Figure 1. Cell classes on the final placement (run 1).
Scale bar: 20 µm. Fill, decap, tap and diode cells in gray.
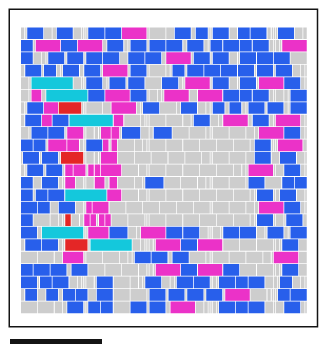
Figure 2. Metal 2 (run 1).
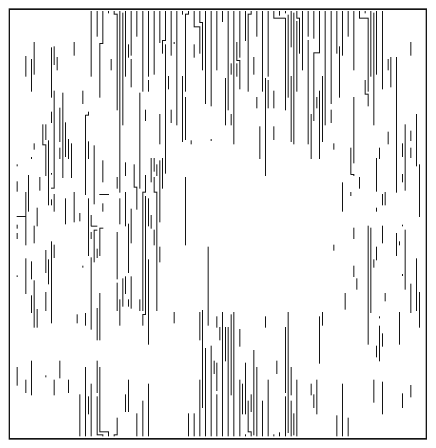
Figure 3. Gate-type map (run 1).
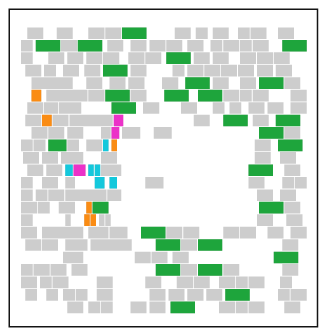
Figure 4. Clock nets (run 1).
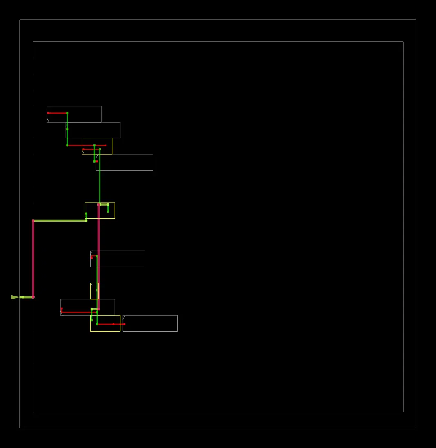
[config.mk]
export PLATFORM = sky130hd
export DESIGN_NAME = ssram_arbiter
export DESIGN_NICKNAME = d
export VERILOG_FILES = /design/src/rtl/ssram_arbiter.sv
export SDC_FILE = /design/constraint.sdc
export NUM_CORES = 1
export LEC_CHECK = 0
export CAP_MARGIN = 20
export CORE_AREA = 2 2 65 67
export DETAILED_ROUTE_END_ITERATION = 12
export DIE_AREA = 0 0 67 69
export GPL_TIMING_DRIVEN = 0
export HOLD_SLACK_MARGIN = 0.08
export PLACE_DENSITY = 0.87
export SYNTH_ARGS = -nofsm -noshare
export SYNTH_HDL_FRONTEND = slang
export SYNTH_SLANG_ARGS = --single-unit
[constraint.sdc]
create_clock -name clk -period 6.4 [get_ports clk]
set_input_delay 1.6 -clock clk [delete_from_list [all_inputs] [get_ports clk]]
set_output_delay 1.6 -clock clk [all_outputs]
set_load 0.03 [all_outputs]
[src/rtl/ssram_arbiter.sv]
// ssram_arbiter
// Shares one single-port, write-first SSRAM (1-cycle read latency) between two
// requesters. At most one RAM access is issued per cycle. Ties are resolved
// round-robin with a bounded burst, so a port keeps the RAM for at most
// MAX_BURST consecutive grants while the other port is waiting.
//
// Ports
//   clk, rst_n                 clock (rising edge), async active-low reset
//   a_req/a_we/a_addr/a_wdata  port A request, write enable, word address, write data
//   a_gnt                      port A access accepted this cycle
//   a_rvalid/a_rdata           port A read data valid (cycle after grant) / data
//   b_*                        same as port A, for port B
//   ram_en/ram_we              RAM enable / write enable
//   ram_addr/ram_din           RAM address / write data
//   ram_dout                   RAM read data (valid the cycle after the access)
module ssram_arbiter #(
    parameter int unsigned WORD_WIDTH = 16,
    parameter int unsigned ADDR_WIDTH = 10,
    parameter int unsigned MAX_BURST  = 4
) (
    input  logic                  clk,
    input  logic                  rst_n,
    input  logic                  a_req,
    input  logic                  a_we,
    input  logic [ADDR_WIDTH-1:0] a_addr,
    input  logic [WORD_WIDTH-1:0] a_wdata,
    output logic                  a_gnt,
    output logic                  a_rvalid,
    output logic [WORD_WIDTH-1:0] a_rdata,
    input  logic                  b_req,
    input  logic                  b_we,
    input  logic [ADDR_WIDTH-1:0] b_addr,
    input  logic [WORD_WIDTH-1:0] b_wdata,
    output logic                  b_gnt,
    output logic                  b_rvalid,
    output logic [WORD_WIDTH-1:0] b_rdata,
    output logic                  ram_en,
    output logic                  ram_we,
    output logic [ADDR_WIDTH-1:0] ram_addr,
    output logic [WORD_WIDTH-1:0] ram_din,
    input  logic [WORD_WIDTH-1:0] ram_dout
);

    localparam int unsigned CNT_W = (MAX_BURST < 1) ? 1 : $clog2(MAX_BURST + 1);
    localparam logic [CNT_W-1:0] MAX_CNT = CNT_W'(MAX_BURST);

    typedef enum logic {
        OwnerA = 1'b0,
        OwnerB = 1'b1
    } owner_e;

    owner_e           r_last_owner;
    logic [CNT_W-1:0] r_burst_cnt;
    logic             r_rd_pend_a;
    logic             r_rd_pend_b;

    owner_e           w_last_owner_nxt;
    logic [CNT_W-1:0] w_burst_cnt_nxt;
    logic             w_gnt_a;
    logic             w_gnt_b;
    logic             w_keep_owner;

    // A non-zero count means the last owner was also granted in the previous cycle.
    assign w_keep_owner = (r_burst_cnt != '0) && (r_burst_cnt < MAX_CNT);

    always_comb begin
        w_gnt_a = 1'b0;
        w_gnt_b = 1'b0;
        if (a_req && !b_req) begin
            w_gnt_a = 1'b1;
        end else if (b_req && !a_req) begin
            w_gnt_b = 1'b1;
        end else if (a_req && b_req) begin
            if (w_keep_owner) begin
                w_gnt_a = (r_last_owner == OwnerA);
                w_gnt_b = (r_last_owner == OwnerB);
            end else begin
                w_gnt_a = (r_last_owner == OwnerB);
                w_gnt_b = (r_last_owner == OwnerA);
            end
        end
        // Grants are gated so nothing reaches the RAM while reset is held.
        if (!rst_n) begin
            w_gnt_a = 1'b0;
            w_gnt_b = 1'b0;
        end
    end

    assign a_gnt    = w_gnt_a;
    assign b_gnt    = w_gnt_b;
    assign ram_en   = w_gnt_a | w_gnt_b;
    assign ram_we   = w_gnt_b ? b_we    : (w_gnt_a & a_we);
    // Idle cycles present port A's address/data so the bus is deterministic.
    assign ram_addr = w_gnt_b ? b_addr  : a_addr;
    assign ram_din  = w_gnt_b ? b_wdata : a_wdata;

    always_comb begin
        w_last_owner_nxt = r_last_owner;
        w_burst_cnt_nxt  = '0;
        if (w_gnt_a || w_gnt_b) begin
            if ((w_gnt_b && (r_last_owner == OwnerB)) || (w_gnt_a && (r_last_owner == OwnerA))) begin
                w_burst_cnt_nxt = (r_burst_cnt < MAX_CNT) ? r_burst_cnt + 1'b1 : r_burst_cnt;
            end else begin
                w_last_owner_nxt = w_gnt_b ? OwnerB : OwnerA;
                w_burst_cnt_nxt  = CNT_W'(1);
            end
        end
    end

    always_ff @(posedge clk or negedge rst_n) begin
        if (!rst_n) begin
            r_last_owner <= OwnerB;
            r_burst_cnt  <= '0;
            r_rd_pend_a  <= 1'b0;
            r_rd_pend_b  <= 1'b0;
        end else begin
            r_last_owner <= w_last_owner_nxt;
            r_burst_cnt  <= w_burst_cnt_nxt;
            r_rd_pend_a  <= w_gnt_a & ~a_we;
            r_rd_pend_b  <= w_gnt_b & ~b_we;
        end
    end

    assign a_rvalid = r_rd_pend_a;
    assign b_rvalid = r_rd_pend_b;
    assign a_rdata  = ram_dout;
    assign b_rdata  = ram_dout;

endmodule

==> reports/qor.csv, run 1 <==
stage,metric,value,unit
yosys,yosys cell count,97,
yosys,Post-synth EDFFs,0,
power_and_ir_drop,power per cell area,143.0,nW/µm²
global_route,grt ovf,0,
place,DP HPWL,2947,µm
yosys,mapped cell area,1025,µm²
outcome,status,"complete, no violations",
power_and_ir_drop,total power,0.3352,mW
floorplanning,floorplan row count,23,
worst_hold_path,HP Class,flop to flop,
clocking,clk buf depth,2,
final_timing,hold violation count in the final report,0,
final_timing,Worst slew margin,72.73,%
clocking,Post-CTS Resized,0,
layout,layout cell share with drive strength beyond 1,31.08,%
yosys,yosys xor share,0.8547,%
power_and_ir_drop,switching share of total power,36.20,%
yosys,post-synth net total,173,
global_route,largest net degree at the start of global routing,11,
power_and_ir_drop,Clock power frac,17.7,%
floorplanning,Ports,138,
global_route,first-pass GRT wire length,5326,µm
yosys,yosys aoi share,5.617,%
critical_path,Startpoint Class,input pin,
layout,Layout Cells excl Fill,272,
final_timing,FMAX,182.1,MHz
clocking,hold_buf cts,0,
critical_path,CP dominant cell by count,clkdlybuf4s50_1,
global_route,vias in the first global route,1163,
yosys,"Seq/Total Area, Yosys",14.77,%
final_timing,Setup-failing EPs final,0,
clocking,Clock transition at path regs,40,ps
final_timing,Post-Route Setup TNS,0,ps
yosys,asr flop ratio synth,100.0,%
critical_path,CP Max Fanout,10,
power_and_ir_drop,VDD IR max,97.13,µV
Notes on Figure 1 above:
class	color	cells
other buffers and delay cells	blue	157
flops	cyan	6
clock drivers and dummy loads	red	4
all other logic	magenta	55

Notes on Figure 2 above:
share of all routed wire	58%
longest straight run	29.1 µm
via count: 1,143
met2 Track Usage GR: 27.83%
final WL: 3304 µm

Notes on Figure 3 above:
family	color	cells
inverting AOI/OAI gates	magenta	3
multiplexers	green	28
NAND gates	cyan	6
NOR gates	orange	6

Notes on Figure 4 above:
TritonCTS Buffers: 3
# clock sinks: 6
Clk power: 0.0594 mW

run 1: cell families after synthesis:
kind of cell,after synthesis
mux,28
flops,6
compound gates,7
xor+xnor,1
simple gates,15
buf+inv,38
fa+ha+maj,2
run 1: worst min-delay path by stage:
| stage | from | end | slack [ps] | depth (start not counted) |
|---|---|---|---|---|
| after floorplan | r_burst_cnt[1] | r_burst_cnt[1] | 520 | 2 |
| after CTS | r_burst_cnt[1] | r_burst_cnt[1] | 590 | 2 |
| after global routing | r_last_owner | r_last_owner | 620 | 1 |
| after detailed placement | r_burst_cnt[1] | r_burst_cnt[1] | 570 | 2 |
| final | r_burst_cnt[1] | r_burst_cnt[1] | 580 | 2 |
| after global placement | r_burst_cnt[1] | r_burst_cnt[1] | 550 | 2 |
run 1: layout make-up:
type	instances	area, µm²
plain buffers	36	285.3
clock buffers	4	45.04
fillers	353	1570
inverters	2	7.507
multi-input cells	53	580.6
flip-flops and latches	6	151.4
well taps	50	62.56
repair buffers	121	1211
run 1: routing by layer:
metal	up-vias	part of all wire [%]	track usage (%)
li1	550	-	-
met1	524	32	14.57
met2	61	58	27.83
met3	8	8.5	2.447
met4	0	2.0	5.442
met5	-	0	0
run 1: flip-flops by register name, indices dropped and copies added (netlist names):
register / count
b_rvalid: 1
a_rvalid: 1
r_burst_cnt: 3
r_last_owner: 1
run 1: layout by cell type (no fill, tap or decap), types with 2 or more instances in the layout:
master / instances
mux2_4: 26
clkbuf_8: 3
buf_6: 4
ha_1: 2
nand2_1: 3
nor2b_1: 2
clkdlybuf4s50_1: 121
nor2_1: 4
nand3_1: 2
inv_1: 2
dfrtp_1: 5
buf_4: 32
run 1: power groups by stage:
stage               Sequential [mW]  Combinational, mW  Clock, mW
CTS                          0.0471              0.231     0.0609
floorplan                    0.0478              0.133          0
finish                       0.0472              0.229     0.0594
global route                 0.0481              0.241     0.0637
global placement             0.0472              0.227          0
detailed placement           0.0474              0.230          0
run 1: worst max-delay path, delay by kind of cell:
family	cells	cell delay (ps)
buffers and inverters	3	1340
AOI/OAI and AO/OA	1	210
and+or+nand+nor	1	450
muxes	1	300
Figure 5. Sizing map (run 1).
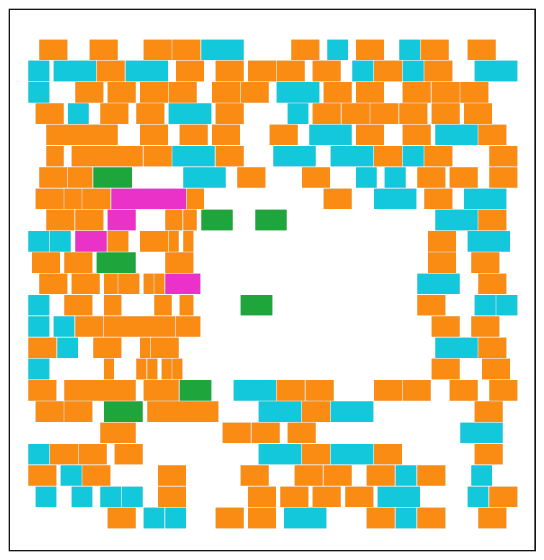

==> run 2: changes to the inputs <==
--- a/config.mk
+++ b/config.mk
@@ -8,4 +8,5 @@
 export CAP_MARGIN = 20
 export CORE_AREA = 2 2 65 67
+export CTS_BUF_LIST = sky130_fd_sc_hd__clkbuf_16
 export DETAILED_ROUTE_END_ITERATION = 12
 export DIE_AREA = 0 0 67 69
==> constraint.sdc (replaced) <==
create_clock -name clk -period 6.4 [get_ports clk]
set_input_delay 1.6 -clock clk [delete_from_list [all_inputs] [get_ports clk]]
set_output_delay 1.6 -clock clk [all_outputs]
set_load 0.1 [all_outputs]
Figure 6. Sizing map (run 2).
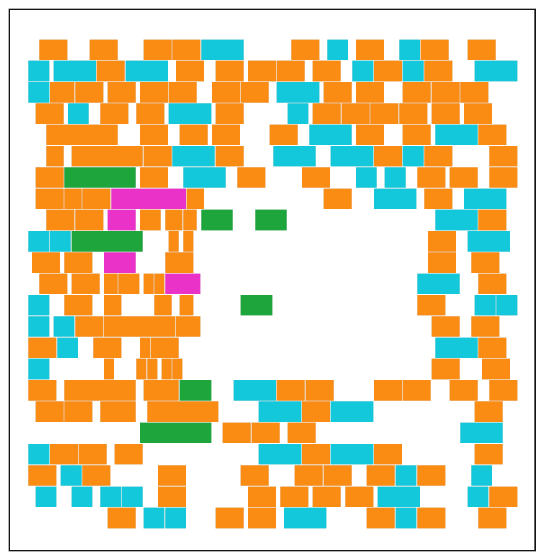
size	color	cells
drive 6 and up	green	7
drive 2	magenta	4
drive 1 or less	orange	153
drive 3 to 4	cyan	58

Figure 7. Metal 2 (run 2).
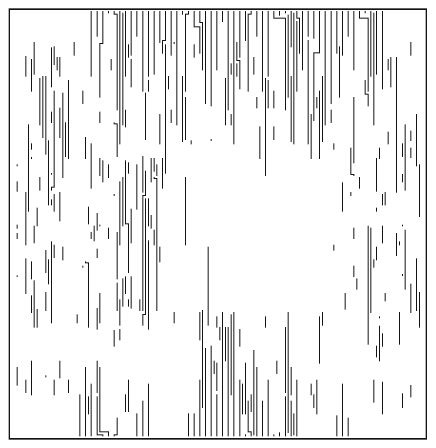
nets with wire on the layer	267
share of all routed wire	58%
wire length on this layer	1,910 µm
main direction	vertical
via count: 1,151
met2 Track Usage GR: 28.05%
final WL: 3311 µm

Figure 8. Clock nets (run 2).
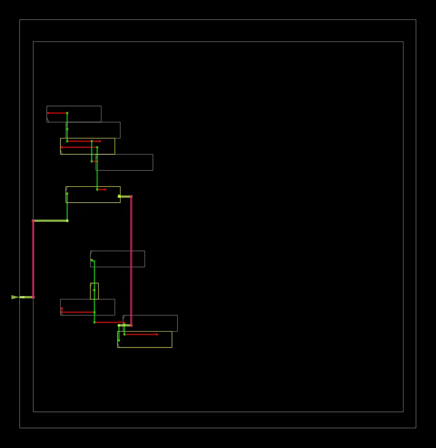
registers: 6
Setup Skew: 3.937 ps
clk_lat worst skew: 230 ps

==> run 2 against run 1 <==
Net effect: worst hold slack got worse by 3.4 ps; cell count stayed put; count of clock-buffer cells in the layout fell by 1; synthesized cell count did not move; clock skew hardly changed; global-route usage about the same; combinational power increased by 68%; area after synthesis unchanged; design area grew 1.4%; non-clock buffer count unchanged; total power up 59%; via count up 0.70%.
==> reports/qor.csv, run 2 <==
stage,metric,value,unit,change
route,Pre-antenna DRT Iters,4,,unchanged
global_route,vias in the first global route,1176,,"was 1,163"
critical_path,Crit-path slowest cell,clkdlybuf4s50_1,,unchanged
clocking,H-tree Lvls,1,,unchanged
final_timing,hold violation count in the final report,0,,unchanged
floorplanning,Ports,138,,unchanged
power_and_ir_drop,total power,0.5340,mW,was 0.3352 mW
layout,register name with the most flops,r_burst_cnt,,unchanged
clocking,clk buf depth,2,,unchanged
yosys,yosys cell count,97,,unchanged
global_route,grt ovf,0,,unchanged
worst_hold_path,worst hold path startpoint,r_burst_cnt[1],,unchanged
critical_path,CP dominant cell by count,clkdlybuf4s50_1,,unchanged
yosys,mapped cell area,1025,µm²,unchanged
critical_path,Worst Setup SP,a_req,,unchanged
final_timing,Worst slew margin,32.79,%,was 72.73%
global_route,largest net degree at the start of global routing,11,,unchanged
worst_hold_path,worst hold stages,2,,unchanged
global_route,first-pass GRT wire length,5354,µm,was 5326 µm
yosys,post-synth net total,173,,unchanged
final_timing,Max Slew Vio Count,0,,unchanged
clocking,Post-CTS Resized,0,,unchanged
floorplanning,Core ar.,3914,µm²,unchanged
floorplanning,floorplan row count,23,,unchanged
yosys,"Seq/Total Area, Yosys",14.77,%,unchanged
power_and_ir_drop,VDD IR max,182.1,µV,was 97.13 µV
final_timing,Setup-failing EPs final,0,,unchanged
yosys,asr flop ratio synth,100.0,%,unchanged
final_timing,Post-Route Setup TNS,0,ps,unchanged
critical_path,Startpoint Class,input pin,,unchanged
clocking,Clock transition at path regs,40,ps,about the same
layout,Layout Cells excl Fill,272,,unchanged
power_and_ir_drop,power per cell area,224.6,nW/µm²,was 143.0 nW/µm²
layout,layout cell share with drive strength beyond 1,31.08,%,unchanged
layout,Top Layout Cells,"clkdlybuf4s50_1 (121), buf_4 (32), mux2_4 (26)",,unchanged
clocking,hold_buf cts,0,,unchanged
final_timing,FMAX,168.9,MHz,was 182.1 MHz
layout,max reg flops,3,,unchanged
yosys,Post-synth EDFFs,0,,unchanged
outcome,status,"complete, no violations",,unchanged
layout,Commonest Layout Cell,clkdlybuf4s50_1,,unchanged
clocking,# clock sinks,6,,unchanged
worst_hold_path,HP Class,flop to flop,,unchanged
-- run 2: metrics by stage --
stage               setup slack (ps)  hold slack [ps]
CTS                            470.1            586.7
global route                   388.0            621.7
detailed placement             469.9            574.7
finish                         477.8            577.2
floorplan                      588.6            515.9
global placement               470.4            548.8
-- run 2: layout make-up --
type	instances	area (µm²)	area share, %
plain buffers	36	285.3	12.00
clock buffers	3	75.07	3.158
well taps	50	62.56	2.632
repair buffers	121	1211	50.95
inverters	2	7.507	0.3158
clock inverters	1	3.754	0.1579
flip-flops and latches	6	151.4	6.368
multi-input cells	53	580.6	24.42
-- run 2: critical path: cells and delay by family --
kind	cells	cell delay [ps]
compound gates	1	210
buf+inv	3	1870
mux	1	200
simple gates	1	450
-- run 2: metal layers --
| metal | part of all wire, % | vias to the layer above | track usage, % | routed length (µm) |
|---|---|---|---|---|
| met3 | 8.8 | 8 | 2.447 | 290 |
| met1 | 32 | 531 | 14.47 | 1043 |
| met4 | 2.1 | 0 | 5.442 | 70 |
| met2 | 58 | 62 | 28.05 | 1907 |
| li1 | - | 550 | - | - |
| met5 | 0 | - | 0 | 0 |
-- run 2: cell families after synthesis --
logic type | count (synthesis) | synth area share, %
mux | 28 | 40.17
buf+inv | 38 | 28.57
compound gates | 7 | 5.617
flops | 6 | 14.77
simple gates | 15 | 7.571
xor+xnor | 1 | 0.8549
fa+ha+maj | 2 | 2.442
-- run 2: worst min-delay path by stage --
stage / end / slack (ps)
after floorplan: r_burst_cnt[1] / 520
final: r_burst_cnt[1] / 580
after detailed placement: r_burst_cnt[1] / 570
after CTS: r_burst_cnt[1] / 590
after global placement: r_burst_cnt[1] / 550
after global routing: r_last_owner / 620
-- run 2: where the power goes --
group / internal, mW / leakage [nW] / switching (mW)
combinational: 0.127 / 0.918 / 0.257
sequential: 0.0430 / 0.0780 / 0.00404
clock: 0.0810 / 0.0423 / 0.0219
total: 0.251 / 1.04 / 0.283
Figure 9. Gate-type map (run 2).
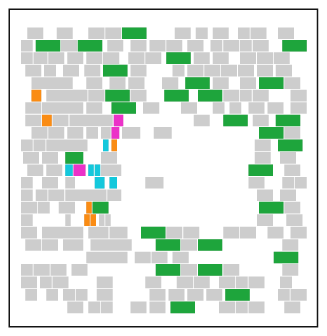

==> run 3: changes to the inputs <==
Settings changed: CORE_AREA 2 2 65 67 to 8 8 71 73, DIE_AREA 0 0 67 69 to 0 0 79 81, PLACE_DENSITY 0.87 to 0.85.
Figure 10. Gate-type map (run 3).
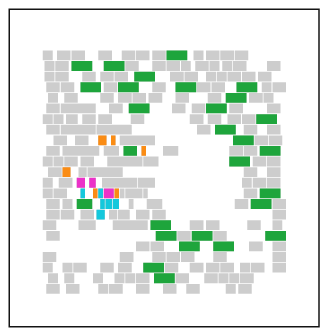
family	color	cells
inverting AOI/OAI gates	magenta	3
NOR gates	orange	6
NAND gates	cyan	6
multiplexers	green	28

Figure 11. Cell classes on the final placement (run 3).
Scale bar: 20 µm. Fill, decap, tap and diode cells in gray.
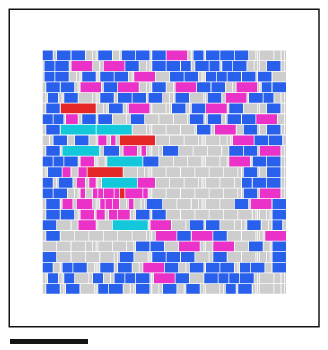
class	color	cells
clock drivers and dummy loads	red	4
other buffers and delay cells	blue	157
flops	cyan	6
all other logic	magenta	55

==> run 3 against run 2 <==
Net effect: sequential share of layout area did not move; register-to-register slack barely moved; highest routed layer unchanged; worst hold slack improved by 12 ps.
==> reports/qor.csv, run 3 <==
stage,metric,value,unit,change
yosys,"Seq/Total Area, Yosys",14.77,%,unchanged
final_timing,hold violation count in the final report,0,,unchanged
global_route,grt ovf,0,,unchanged
power_and_ir_drop,power per cell area,225.3,nW/µm²,was 224.6 nW/µm²
route,Pre-antenna DRT Iters,3,,was 4
clocking,H-tree Lvls,1,,unchanged
yosys,asr flop ratio synth,100.0,%,unchanged
layout,Commonest Layout Cell,clkdlybuf4s50_1,,unchanged
global_route,vias in the first global route,1253,,"was 1,176"
critical_path,CP Max Fanout,10,,unchanged
clocking,Post-CTS Resized,0,,unchanged
floorplanning,Ports,138,,unchanged
clocking,hold_buf cts,0,,unchanged
global_route,largest net degree at the start of global routing,11,,unchanged
layout,Top Layout Cells,"clkdlybuf4s50_1 (121), buf_4 (32), mux2_4 (26)",,unchanged
yosys,yosys cell count,97,,unchanged
place,DP HPWL,3671,µm,was 2947 µm
yosys,Post-synth EDFFs,0,,unchanged
global_route,M1 GR Usage,10.32,%,was 14.47%
outcome,status,"complete, no violations",,unchanged
Figure 12. Clock nets (run 3).
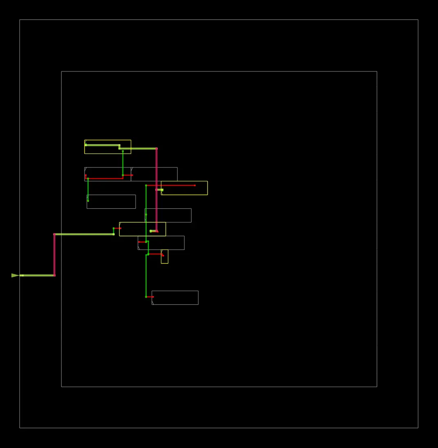
Setup Skew: 5.094 ps
Clk power: 0.103 mW
clock buffers: 3

==> run 3: cell counts after synthesis <==
Identical to the previous run, type by type.
==> run 3: report_power, final <==
part | leakage (nW) | switching (mW) | internal [mW]
combinational | 0.918 | 0.259 | 0.127
sequential | 0.0780 | 0.00412 | 0.0430
clock | 0.0423 | 0.0216 | 0.0810
==> run 3: stage by stage <==
stage,hold WS (ps),area [µm²],setup WS (ps),std cells,power (mW)
6_report,588.9,2377,456.5,272,0.5356
5_1_grt,613.6,2377,377.2,272,0.5548
4_1_cts,587.1,2377,444.4,272,0.5399
3_5_place_dp,579.2,2298,446.3,268,0.4352
3_3_place_gp,540.2,2298,468.5,268,0.4319
2_1_floorplan,515.9,1025,588.6,97,0.3403
==> run 3: layer usage <==
layer / wire (µm) / up-vias / share of wire, %
met3: 403 / 5 / 9.9
met2: 2223 / 64 / 55
met4: 24 / 0 / 0.59
li1: - / 551 / -
met1: 1412 / 511 / 35
met5: 0 / - / 0
==> run 3: cell families (layout without fill, tap and decap cells) <==
logic type                 count (synthesis)  after routing  synth area share [%]
DFF                                        6              6                 14.77
muxes                                     28             28                 40.17
xor gates and xnor gates                   1              1                0.8549
and+or+nand+nor                           15             15                 7.571
buffers and inverters                     38            163                 28.57
adders and majority gates                  2              2                 2.442
AOI/OAI and AO/OA                          7              7                 5.617
==> run 3: area by class of cell <==
class / count / area [µm²]
clock buffers: 3 / 75.07
flip-flops and latches: 6 / 151.4
clock inverters: 1 / 3.754
well taps: 50 / 62.56
plain buffers: 36 / 285.3
multi-input cells: 53 / 580.6
repair buffers: 121 / 1211
fillers: 346 / 1536
inverters: 2 / 7.507
==> run 3: critical path, stage by stage <==
cell	delay, ps
clkdlybuf4s50_1	560
or4b_1	450
o2111a_2	220
buf_6	170
mux2_4	200
clkdlybuf4s50_1	1140
==> run 3: path summary, 6_finish.rpt <==
kind | from | end | slack, ps | cells after the start
hold / removal | r_burst_cnt[1] | r_burst_cnt[1] | 590 | 2
min in group asynchronous | rst_n | r_burst_cnt[0] | 1670 | 1
max in group asynchronous | rst_n | r_last_owner | 4400 | 1
setup / recovery | a_req | ram_din[13] | 460 | 6
hold reg to reg | r_burst_cnt[1] | r_burst_cnt[1] | 590 | 2
setup reg to reg | r_burst_cnt[0] | r_last_owner | 4550 | 6
Power and IR drop assume default switching activity.
